==> config.mk <==
export PLATFORM = sky130hd
export DESIGN_NAME = burst_rr_scheduler
export DESIGN_NICKNAME = d
export VERILOG_FILES = /design/src/rtl/burst_rr_scheduler.sv
export SDC_FILE = /design/constraint.sdc
export NUM_CORES = 1
export LEC_CHECK = 0
export CAP_MARGIN = 20
export CELL_PAD_IN_SITES_DETAIL_PLACEMENT = 1
export CELL_PAD_IN_SITES_GLOBAL_PLACEMENT = 2
export CORE_MARGIN = 5
export CORE_UTILIZATION = 30
export CTS_BUF_LIST = sky130_fd_sc_hd__clkbuf_2
export DETAILED_ROUTE_END_ITERATION = 7
export PLACE_DENSITY = 0.85
export SLEW_MARGIN = 20
export SYNTH_ARGS = -nofsm -noshare
export SYNTH_HDL_FRONTEND = slang
export SYNTH_SLANG_ARGS = --single-unit
==> constraint.sdc <==
create_clock -name clk -period 4.5 [get_ports clk]
set_clock_uncertainty 0.2 [all_clocks]
set_input_delay 0.675 -clock clk [delete_from_list [all_inputs] [get_ports clk]]
set_output_delay 0.675 -clock clk [all_outputs]
set_load 0.05 [all_outputs]
Fig. 1: the metal 2 layer
Drawn at 3 px/µm. Cells faint in the background.
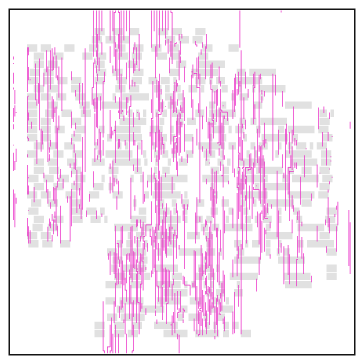
wire length on this layer = 4460 µm
main direction = vertical
drt total wl: 9.31 mm
vias after detailed routing: 2898
met2 track utilization from global routing: 0.240

Fig. 2: signal wires by layer
Drawn at 4 px/µm. Only two layers are drawn.
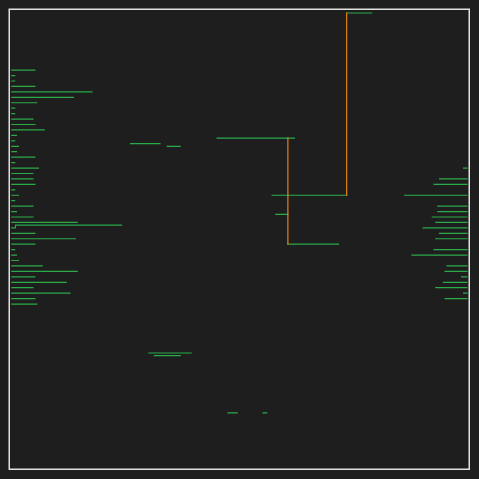
met3 -> green  # wire length 506 µm
met4 -> orange  # wire length 72.1 µm
detail-routed net length per standard cell: 16.4 µm
Tot GR Track Use: 0.144

Fig. 3: wires at chosen ports, followed through buffers
Drawn at 3 px/µm.
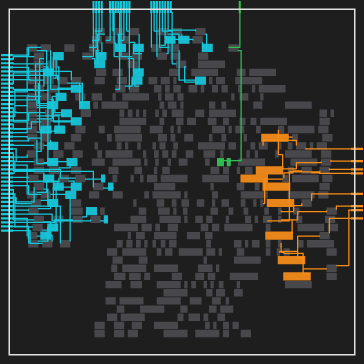
req_len -> cyan  # bits 64, direction input, edge 44 west, 20 north, end cells 34, wire 1420 µm
grant_oh -> orange  # bits 8, direction output, edge east, end cells 8, wire 290 µm
beat -> green  # bits 1, direction input, edge north, end cells 2, wire 61.7 µm
IO Port Bufs: 94
I/O pin cnt: 95

==> flow_summary.toml <==
# physical design summary
[final_layout]
layout.sequential_cells = 40
non_clock_buffer_count = 105
antennaDiodeCount = 0
cell_class_with_the_largest_area_share = "combinational gates"
syn_to_final_growth_pct = 34.7
multi_input_comb_area_um2 = 2100
finish.cell_count_without_fillers = 566
seqAreaFraction = 0.227
lay_top_cells = "94 x sky130_fd_sc_hd__clkdlybuf4s50_1, 54 x sky130_fd_sc_hd__mux2i_1, 36 x sky130_fd_sc_hd__dfrtp_1"
combAreaFraction = 0.475
final_core_utilization = 0.410
postLayoutCellArea_um2 = 4430
layout.filler_cells = 1238
design.final.nets = 504
clkCellAreaFrac = 0.00904
bufAreaShareNonClock = 0.237
nonClockInverterCount = 14

[sta]
max-slew-margin-rel = 0.616
hold_ws_ns = 0.329
timing_worst_slew_pin_value_ns = 0.569
fmaxAchievable_mhz = 238
report.final.slew_viol_count = 0
rsz0062_at_grt = "no"
number_of_hold_slack_violations_in_the_final_timing_report = 0
setup_viol = 0
setup_ws_ns = 0.292
finalClockPeriodUsage = 0.935

[yosys]
netlist_instances = 331
ys_top_cells_by_count = "54 x sky130_fd_sc_hd__mux2i_1, 36 x sky130_fd_sc_hd__dfrtp_1, 27 x sky130_fd_sc_hd__nor2_1, 26 x sky130_fd_sc_hd__nand2_1"
ys_async_sr_fraction = 1.00
yosys.area_share.aoi = 0.132
synth.yosys.warnings = 0
synth.area.top_cells = "sky130_fd_sc_hd__dfrtp_1 27%, sky130_fd_sc_hd__mux2i_1 16%, sky130_fd_sc_hd__mux4_2 8.2%, sky130_fd_sc_hd__xor2_1 3.5%, sky130_fd_sc_hd__dfstp_2 3.2%"
synth.area.mux_share = 0.297
synthDominantCellAreaShare = 0.274
synth-adder-area-share = 0.0152
netlist_logic_family_top = "multiplexers"
synth_chip_area_um2 = 3290
synth_area_um2 = 3290
yosys.cell_count.top_type = "sky130_fd_sc_hd__mux2i_1"
postSynth.topFlopCell = "sky130_fd_sc_hd__dfrtp_1"
post_synth.cell_area_avg_um2 = 9.93
synth-seq-cells = 40
cell_total_in_the_yosys_stat_output = 331
fp_nets = 410
enable_flop_cells = 0
post_synth_xor_area_fraction = 0.0480
synthSimpleGateAreaFrac = 0.145
netlist.top_cell.by_area = "sky130_fd_sc_hd__dfrtp_1"

[clock_tree]
clk-insertion-delay-late_ns = 0.40
clkTransAtPathRegs_ns = 0.22
cts.path.max_buffers = 2
cts-htree-levels = 2
cts.repair_timing.setup_buffer_count = 0
clock_sinks = 40
cts_repair_resize_count = 0
postCtsHoldBufs = 0
clk_root_buffer_cell = "sky130_fd_sc_hd__clkbuf_2"

[placement]
place_worst_setup_slack_ns = 0.0253
place.detailed.instances = 558
detailedPlacementHpwl_mm = 7.41
post_place_cell_area_um2 = 4390

[grt]
globalRouteMet3Util = 0.0270
first_global_vias = 3146
largest_net_degree_at_the_start_of_global_routing = 41
busiest_layer = "met2"
grt.met1_usage = 0.197
global_route.overflow_total = 0
grt_pass1_wl_mm = 15.6

[power]
p_comb_frac = 0.783
net-switching-power_mw = 1.81
irDropWorstVdd_mv = 0.463
comb_cell_power_mw = 2.87
swShare = 0.493
pg_seq_mw = 0.631
power.internal_mw = 1.85
top_power_group = "combinational logic"
share_of_total_power_in_the_clock_network = 0.044
powerClk_mw = 0.162
fin_total_pwr_mw = 3.66
leakagePower_nw = 1.84

[critical_path]
critPathKind = "reg -> reg"
r2r_slack_ns = 0.29
end_kind = "flop"
critical-path-slowest-cell = "sky130_fd_sc_hd__dfstp_2"
worstSetupPathDepth = 13
worstPathRequired_ns = 4.61
kind_of_cell_with_the_highest_combined_delay_on_the_critical_path = "multiplexers"
critPathMaxFanout = 35
worst_r2r_path_depth = 13
critical_path.most_common_cell = "sky130_fd_sc_hd__mux2i_1"
crit_path_cells = "inv_1, ha_1, mux4_2, mux2i_4, or3b_1, a311o_1, o31ai_4, buf_12, mux2i_1, mux2i_1, mux2i_1, nand2_1, o31ai_2"
cp.buffers_inverters = 2
cp_data_arrival_time_ns = 4.32
critical-path-max-stage-delay_ns = 0.59

[route]
met3RoutedLength_um = 506
drcViolationCount = 0
dr.pass1.iters = 4
drt-vias-per-instance = 5.12
antenna_left = 0
first_iter_violations = 120

[outcome]
run_status = "finished, final reports clean"

[die]
dieWidth_um = 115
die-area_um2 = 13100
dieHeight_um = 115
floorplan.core_util = 0.304
core.rowCount = 38

[flow_run]
drv_cap = 0
openroad.warnings = 27

[min_path]
worst_hold_path.num_cells = 2
min-delay-path-class = "reg -> reg"
